### Clock nets, run 1

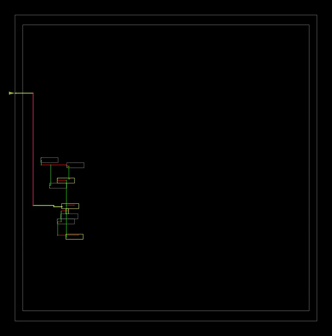
### Metal 3, run 1

(2 px per µm) Cells faint in the background.
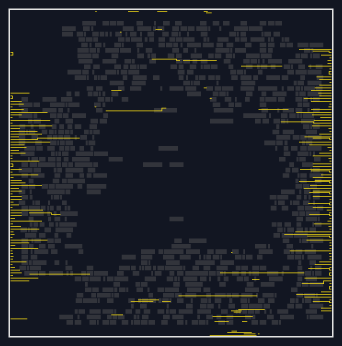
### Wiring heat map, run 1

(2 px per µm) 32 x 33 tiles, from dark purple (low) to yellow (high), scaled to the fullest tile. Values are wire area over tile area, all layers added.
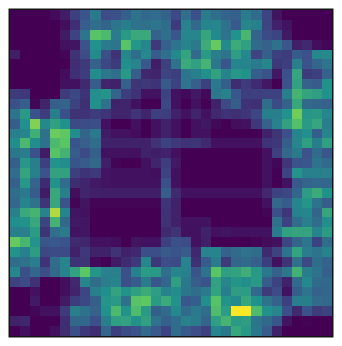
==> config.mk <==
export PLATFORM = sky130hd
export DESIGN_NAME = lab1_imul_int_mul_arbiter
export DESIGN_NICKNAME = d
export VERILOG_FILES = /design/src/rtl/lab1_imul_int_mul_arbiter.sv
export SDC_FILE = /design/constraint.sdc
export NUM_CORES = 1
export LEC_CHECK = 0
export CAP_MARGIN = 20
export CORE_AREA = 4 4 157 159
export DETAILED_ROUTE_END_ITERATION = 7
export DIE_AREA = 0 0 161 163
export PLACE_DENSITY = 0.55
export SLEW_MARGIN = 20
export SYNTH_ARGS = -nofsm -noshare
export SYNTH_HDL_FRONTEND = slang
export SYNTH_SLANG_ARGS = --single-unit
==> constraint.sdc <==
create_clock -name clk -period 2.49 [get_ports clk]
set_input_delay 0.249 -clock clk [delete_from_list [all_inputs] [get_ports clk]]
set_output_delay 0.249 -clock clk [all_outputs]
set_load 0.05 [all_outputs]
==> flow_metrics.env, run 1 <==
# yosys + openroad results
export IMPL_outcome="finished with violations"
export IMPL_violations="setup timing"
export IMPL_grtUsageMet2=0.270
export IMPL_cp_max_fo=7
export IMPL_layout_top_cell="clkdlybuf4s50_1"
export IMPL_cts_tree="built"
export IMPL_rsz0062_at_grt="yes"
export IMPL_worst_pin_slew_ns=0.418
export IMPL_hold_viol_final=0
export IMPL_setup_viol=65
export IMPL_slew_headroom=0.722
export IMPL_mi_logic_area_um2=3210
export IMPL_tapCellCount=319
export IMPL_io_buffers=341
export IMPL_place_congestion=0.802
export IMPL_busiest_layer="met2"
export IMPL_dr_wl_met2_mm=11.1
export IMPL_yosysMostFrequentCell="a21oi_1"
export IMPL_core_rowCount=56
export IMPL_place_area_um2=8530
export IMPL_adder_share=0.0155
export IMPL_synthTopCellsByCount="a21oi_1 (129), nand2_1 (68), nand3b_1 (66), inv_1 (65), a221o_1 (64)"
export IMPL_netlist_instances=528
export IMPL_nNonClkBuffers=410
export IMPL_final_cell_mix="clkdlybuf4s50_1 (265), buf_12 (83), nand2_1 (68)"
export IMPL_design_area_um2=9180
export IMPL_final_clk_cell_share=0.00858
export IMPL_critPathMaxStageDelay_ns=0.40
export IMPL_via_per_inst=4.45
export IMPL_finalSetupTns_ns=-29.02
export IMPL_synthTopCellsByArea="a21oi_1 (20%), a221o_1 (20%), nand3b_1 (15%)"
export IMPL_clkTransAtPathRegs_ns=0.03
export IMPL_comb_power_w=0.0118
export IMPL_period_needed_ns=3.00
export IMPL_antenna_found_initial=0
export IMPL_timing_fmax_mhz=333
export IMPL_crit_cells=12
export IMPL_area_share_nonclk_buffers=0.558
export IMPL_grtUsageMet1=0.192
export IMPL_grt_pass1_wl_mm=31.9
export IMPL_logic_family="AND-OR/OR-AND gates"
export IMPL_place_inst=1142
export IMPL_reg2reg_depth=7
export IMPL_slowest_stage="dfrtp_1"
export IMPL_hp_class="primary input to asynchronous set/reset pin"
export IMPL_worst_slack_ns=-0.509
export IMPL_synth_seq_share=0.0389
export IMPL_avgSynthCellArea_um2=6.10
export IMPL_cts_resized=29
## Picture notes: 'Clock nets'
total CTS buffers: 3
clock sinks: 5
clock group total power: 0.000269 W
Late-Pin Clk Latency: 0.23 ns
num sequential: 5

## Picture notes: 'Metal 3'
main direction: horizontal
wire length on this layer: 1530 µm
nets with wire on the layer: 187
share of all routed wire: 6.7%
drt total wl: 22.7 mm
routed via count: 5218
met3 Track Usage GR: 0.0326

## Picture notes: 'Wiring heat map'
nearly empty tiles: 19%
tiles over half the peak: 13%
emptiest ninth of the die: centre
fullest tile: 0.56
mean over tiles: 0.14
Routed WL per cell: 19.4 µm
Tot GR Track Use: 0.153

### Sizing map, run 1

(1.5 px per µm)
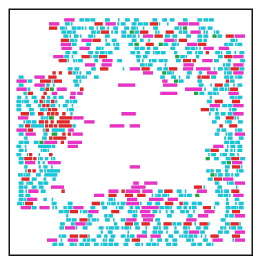

==> run 1 -> run 2 <==
PLACE_DENSITY = default   (was 0.55)
PLACE_DENSITY_LB_ADDON = 0.2   (was default)
### Sizing map, run 2

(1.5 px per µm)
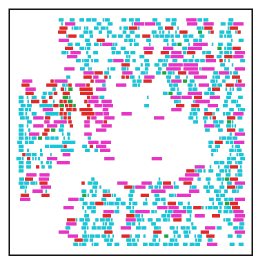
legend:
  red:
    size: _3 and _4 cells
    cells: 114
    share: 13%
  cyan:
    size: _0 and _1 cells
    cells: 611
    share: 70%
  magenta:
    size: _6 and larger
    cells: 128
    share: 15%
  green:
    size: _2 cells
    cells: 18
    share: 2.1%
area growth from synthesis to layout: 196%
setup ws final: -0.419 ns
bufs w/o clock: 429

### Clock nets, run 2

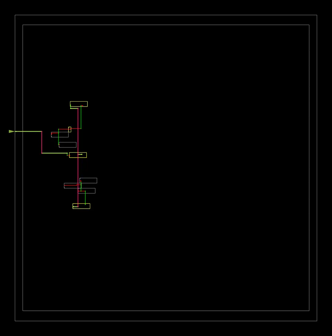
Late-Pin Clk Latency: 0.24 ns
CLK BUF: 4
Setup Skew: 0.00325 ns

### Metal 3, run 2

(2 px per µm) Cells faint in the background.
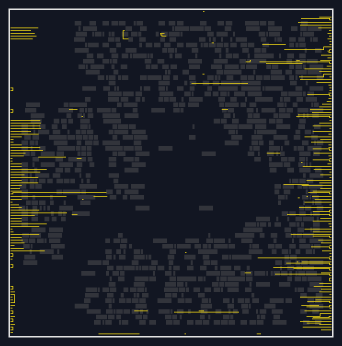
met3 Track Usage GR: 0.0382
drt total wl: 23.5 mm

==> flow_metrics.env, run 2 <==
# yosys + openroad results
export IMPL_outcome="finished with violations"
export IMPL_violations="setup timing"
export IMPL_setup_viol=64
export IMPL_critPathMaxStageDelay_ns=0.42
export IMPL_yosysMostFrequentCell="a21oi_1"
export IMPL_reg2reg_depth=7
export IMPL_via_per_inst=4.47
export IMPL_hp_class="primary input to asynchronous set/reset pin"
export IMPL_p_clk_w=0.000275
export IMPL_cts_buffers=3
export IMPL_io_buffers=341
export IMPL_cts_resized=44
export IMPL_synthTopCellsByCount="a21oi_1 (129), nand2_1 (68), nand3b_1 (66), inv_1 (65), a221o_1 (64)"
export IMPL_clkTransAtPathRegs_ns=0.04
export IMPL_worst_slack_ns=-0.419
export IMPL_grt_use_total=0.164
export IMPL_flops=5
export IMPL_worst_pin_slew_ns=0.384
export IMPL_rsz0062_at_grt="yes"
export IMPL_wl_per_cell_um=19.7
export IMPL_logic_family="AND-OR/OR-AND gates"
export IMPL_area_share_nonclk_buffers=0.574
export IMPL_core_rowCount=56
export IMPL_final_cell_mix="clkdlybuf4s50_1 (264), buf_12 (95), nand2_1 (68)"
export IMPL_busiest_layer="met2"
export IMPL_slew_headroom=0.743
export IMPL_place_area_um2=8640
### Placement by cell class, run 2

(3 px per µm)
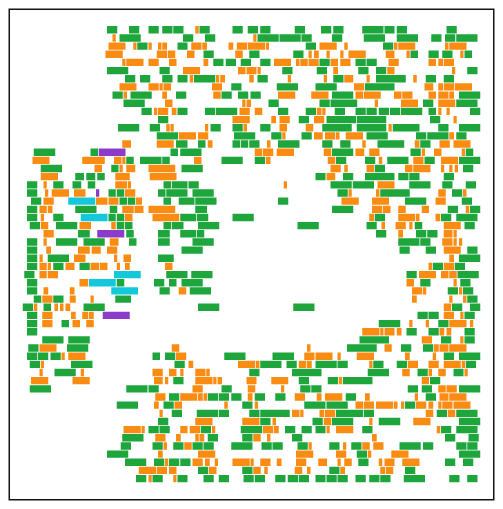

==> run 2 -> run 3 <==
==> constraint.sdc (replaced) <==
create_clock -name clk -period 2.49 [get_ports clk]
set_input_delay 0.249 -clock clk [delete_from_list [all_inputs] [get_ports clk]]
set_output_delay 0.249 -clock clk [all_outputs]
set_load 0.005 [all_outputs]
### Placement by cell class, run 3

(3 px per µm)
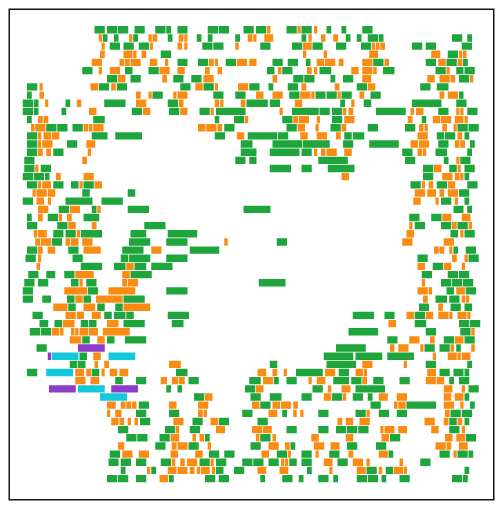
legend:
  cyan:
    class: sequential cells
    cells: 5
  purple:
    class: clock drivers and dummy loads
    cells: 4
  orange:
    class: combinational and other logic
    cells: 433
  green:
    class: remaining buffers and delay cells
    cells: 446
Core Box Area: 23300 µm²
sequential share of cell area: 0.0153

### Metal 3, run 3

(2 px per µm) Cells faint in the background.
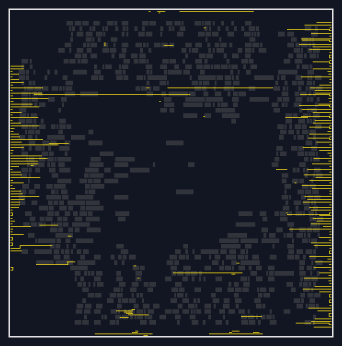
routed via count: 5364
drt total wl: 24.1 mm
met3 Track Usage GR: 0.0326

==> flow_metrics.env, run 3 <==
# yosys + openroad results
export IMPL_clock_skew_ns=0.00228
export IMPL_area_growth_pct=154
export IMPL_flops=5
export IMPL_synth_chip_area_um2=3220
export IMPL_clock_buffers=4
export IMPL_rsz0062_at_grt="yes"
export IMPL_area_share_nonclk_buffers=0.576
export IMPL_cts_resized=318
export IMPL_worst_pin_slew_ns=0.381
export IMPL_critPathMaxStageDelay_ns=0.42
export IMPL_clkTransAtPathRegs_ns=0.03
export IMPL_violations="setup timing"
export IMPL_synthTopCellsByCount="a21oi_1 (129), nand2_1 (68), nand3b_1 (66), inv_1 (65), a221o_1 (64)"
export IMPL_dr_wl_met2_mm=11.8
export IMPL_logic_family="AND-OR/OR-AND gates"
export IMPL_busiest_layer="met2"
export IMPL_io_buffers=341
export IMPL_core_rowCount=56
export IMPL_nNonClkBuffers=446
export IMPL_reg2reg_depth=7
export IMPL_p_clk_w=0.000264
export IMPL_cts_buffers=3
export IMPL_outcome="finished with violations"
export IMPL_slew_headroom=0.744
export IMPL_final_cell_mix="clkdlybuf4s50_1 (270), a21oi_1 (86), nand2_1 (68)"
export IMPL_yosysMostFrequentCell="a21oi_1"
export IMPL_clkLatencyLatePin_ns=0.23
export IMPL_worst_slack_ns=-0.392
export IMPL_avgSynthCellArea_um2=6.10
export IMPL_via_per_inst=4.44
export IMPL_setup_viol=65
### Wiring heat map, run 3

(2 px per µm) 32 x 33 tiles, from dark purple (low) to yellow (high), scaled to the fullest tile. Values are wire area over tile area, all layers added.
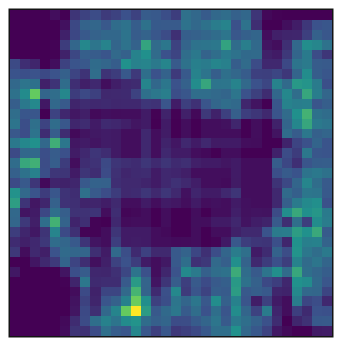
emptiest ninth of the die: centre
mean over tiles: 0.15
tiles over half the peak: 3.2%
Routed WL per cell: 20.0 µm
Tot GR Track Use: 0.158

No activity file was given, so power comes from the tool's default toggle rates.
